==> config.mk <==
export PLATFORM = sky130hd
export DESIGN_NAME = fetch_mem_arbiter
export DESIGN_NICKNAME = d
export VERILOG_FILES = /design/src/rtl/fetch_mem_arbiter.sv
export SDC_FILE = /design/constraint.sdc
export NUM_CORES = 1
export LEC_CHECK = 0
export CORE_ASPECT_RATIO = 0.5
export CORE_MARGIN = 2
export CORE_UTILIZATION = 43
export CTS_BUF_LIST = sky130_fd_sc_hd__clkbuf_4 sky130_fd_sc_hd__clkbuf_8
export DETAILED_ROUTE_END_ITERATION = 12
export PLACE_DENSITY_LB_ADDON = 0.05
export SLEW_MARGIN = 20
export SYNTH_ARGS = -nofsm -noshare
export SYNTH_HDL_FRONTEND = slang
export SYNTH_SLANG_ARGS = --single-unit
==> constraint.sdc <==
create_clock -name clk -period 2.2 [get_ports clk]
set_input_delay 0.44 -clock clk [delete_from_list [all_inputs] [get_ports clk]]
set_output_delay 0.44 -clock clk [all_outputs]
set_load 0.02 [all_outputs]
### Layout detail

Window x 66 to 106, y 24 to 64 microns. Cells in gray, sequential cells in the stronger gray; small squares are vias.
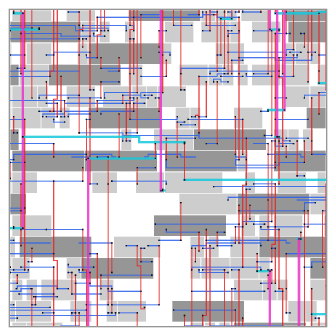
legend:
  cyan:
    layer: met3
  magenta:
    layer: met4
  blue:
    layer: met1
  red:
    layer: met2
sequential cells in the window: 18
most frequent: nand2_1 (26), clkdlybuf4s50_1 (25), dfrtp_1 (18)
cells with their middle in the window: 101

### Signal wires on met3

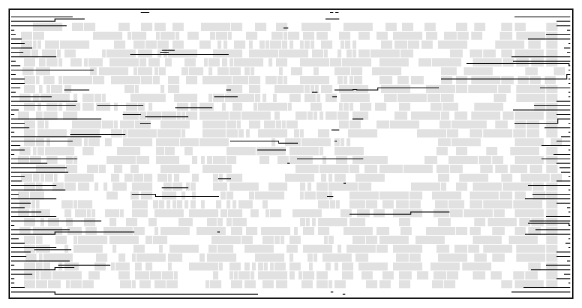
wire length on this layer: 1,410 microns
longest straight run: 62.1 microns
total wirelength of the detailed-routed design: 16.7 mm
GR Layer Usage met3: 7.73%
Vias: 4,945

### Routed clock nets over the placement

The bar under the picture is 50 microns long.
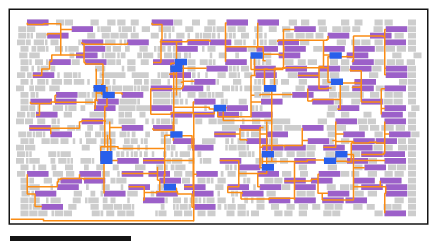
legend:
  purple:
    item: flip-flops
    count: 141
  blue:
    item: cells driving clock nets
    count: 17
  orange:
    item: clock wires
    length: 1,820 microns
flops lie: spread over the die
final clock skew: 0.0123 ns
portion of total power attributed to the clock network: 15.5%
later-pin clock latency in the skew report: 0.44 ns
Clock net power: 0.00224 W

### Wiring heat map

The bar under the picture is 50 microns long. 34 x 18 tiles, from white (low) to dark blue (high), scaled to the fullest tile. Values are wire area over tile area, all layers added.
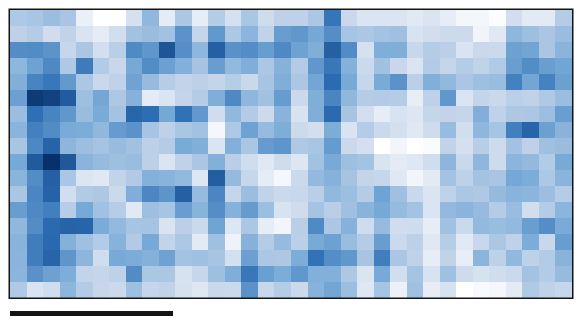
fullest tile: 0.47
tiles over half the peak: 22%
densest ninth of the die: west
nearly empty tiles: 0.80%
mean over tiles: 0.18
global-route usage over all layers: 22.1%
WL/cell: 16.8 microns

### The clock network

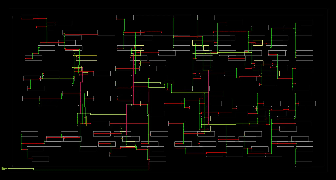
Layout clock buffers: 18
TritonCTS sink count: 141
FF+latch count: 141
CTS buffer count: 17

==> qor.rpt <==
==================================================================================
Status                                                                complete, no violations
Filler cells                                                                 1,074
Remaining Overflow, GRT                                                          0
Most used standard cells in the synthesized netlist                   141 x dfrtp_1, 136 x nand2_1, 60 x mux2_2
Area of the die                                                       15,200 sq um
Total number of warnings across the stage logs                                  30
Antenna violations before repair                                                 0
Worst min path class                                                  flop to flop
Net count of the mapped netlist                                                662
Synth Register Bits                                                            141
Met2 track demand over resource                                              36.7%
Pwr Density                                                           1520 nW/um^2
Dominant delay contributor by cell family on the critical path        buffers and inverters
Fraction of the core area occupied by cells at floorplan                     44.4%
Kind of critical path                                                 flop to output pin
Max H-tree Level                                                                 4
Count of buffers inserted at the top-level ports                               269
Die Y-Extent                                                          88.1 microns
Cell count in the Yosys report                                                 521
Worst path slowest cell                                               clkdlybuf4s50_1
Number of placement rows                                                        30
RSZ-0062 raised after global routing                                            no
Boundary pin count                                                             270
Ordered cell list for the critical path                               clkdlybuf4s50_1
AND/OR/NAND/NOR Cells, Area Fraction                                         13.2%
Non-clock buffer contribution to total cell area                             31.4%
Multi-Input Combinational                                                      332
Antenna cells                                                                    0
Multi-input gate share of the layout cell area                               24.0%
Non-clock buffer instance count of the final layout                            289
DR iter-0 viols                                                                260
Hold Path Stages                                                                 2
Post-Synth XOR/XNOR Area                                                        0%
Total cell area reported by yosys after synthesis                       6090 sq um
Compound-cell area share of the yosys netlist                                10.9%
GPL Wtd Cong                                                                 0.777
Highest metal layer with signal wires                                         met4
Share of final-layout standard cells stronger than drive strength 1          18.8%
Biggest fanout along the worst timing path                                       2
Number of max-capacitance violations reported                                    0
TritonCTS clock tree                                                         built
Setup slack of the worst register-to-register path                         0.39 ns
Headroom to the max-slew limit                                               61.1%
Non-clock inverter count in the final layout                                     8
Main combinational cell family by area after synthesis                simple AND/OR/NAND/NOR gates
Clk buf depth                                                                    2
Routed length on met3                                                      1.41 mm
Sequential cell area fraction in the yosys report                            58.0%
Final Hold Violation Tally                                                       0
Cell area leaders                                                     dfrtp_1 58%, mux2_2 11%, nand2_1 8.4%
Post_cts resized                                                                 0
Mux share                                                                    11.9%
Post-Syn Area                                                           6090 sq um
GR peak layer                                                                 met2
Critical path data required time                                           1.76 ns
Clock period minus final worst setup slack                                 1.90 ns
Leading cell category by total area                                      registers
==================================================================================
## stage by stage
stage	instances	setup slack [ns]	utilization [%]	hold slack [ns]	power, W
final	994	0.299	69.2	0.481	0.0144
after CTS	994	0.274	69.2	0.487	0.0146
after global placement	961	0.266	66.0	0.458	0.0122
after global routing	994	0.244	69.2	0.513	0.0153
after detailed placement	961	0.212	66.0	0.455	0.0123
after floorplan	521	0.599	-	0.144	0.00864
## power by group
group,internal [W],switching [W],leakage (nW),total [W]
clock,0.00116,0.00108,0.214,0.00224
combinational,0.00370,0.00393,2.09,0.00763
sequential,0.00387,0.000678,1.77,0.00454
total,0.00873,0.00568,4.07,0.0144
Power and IR drop assume default switching activity.
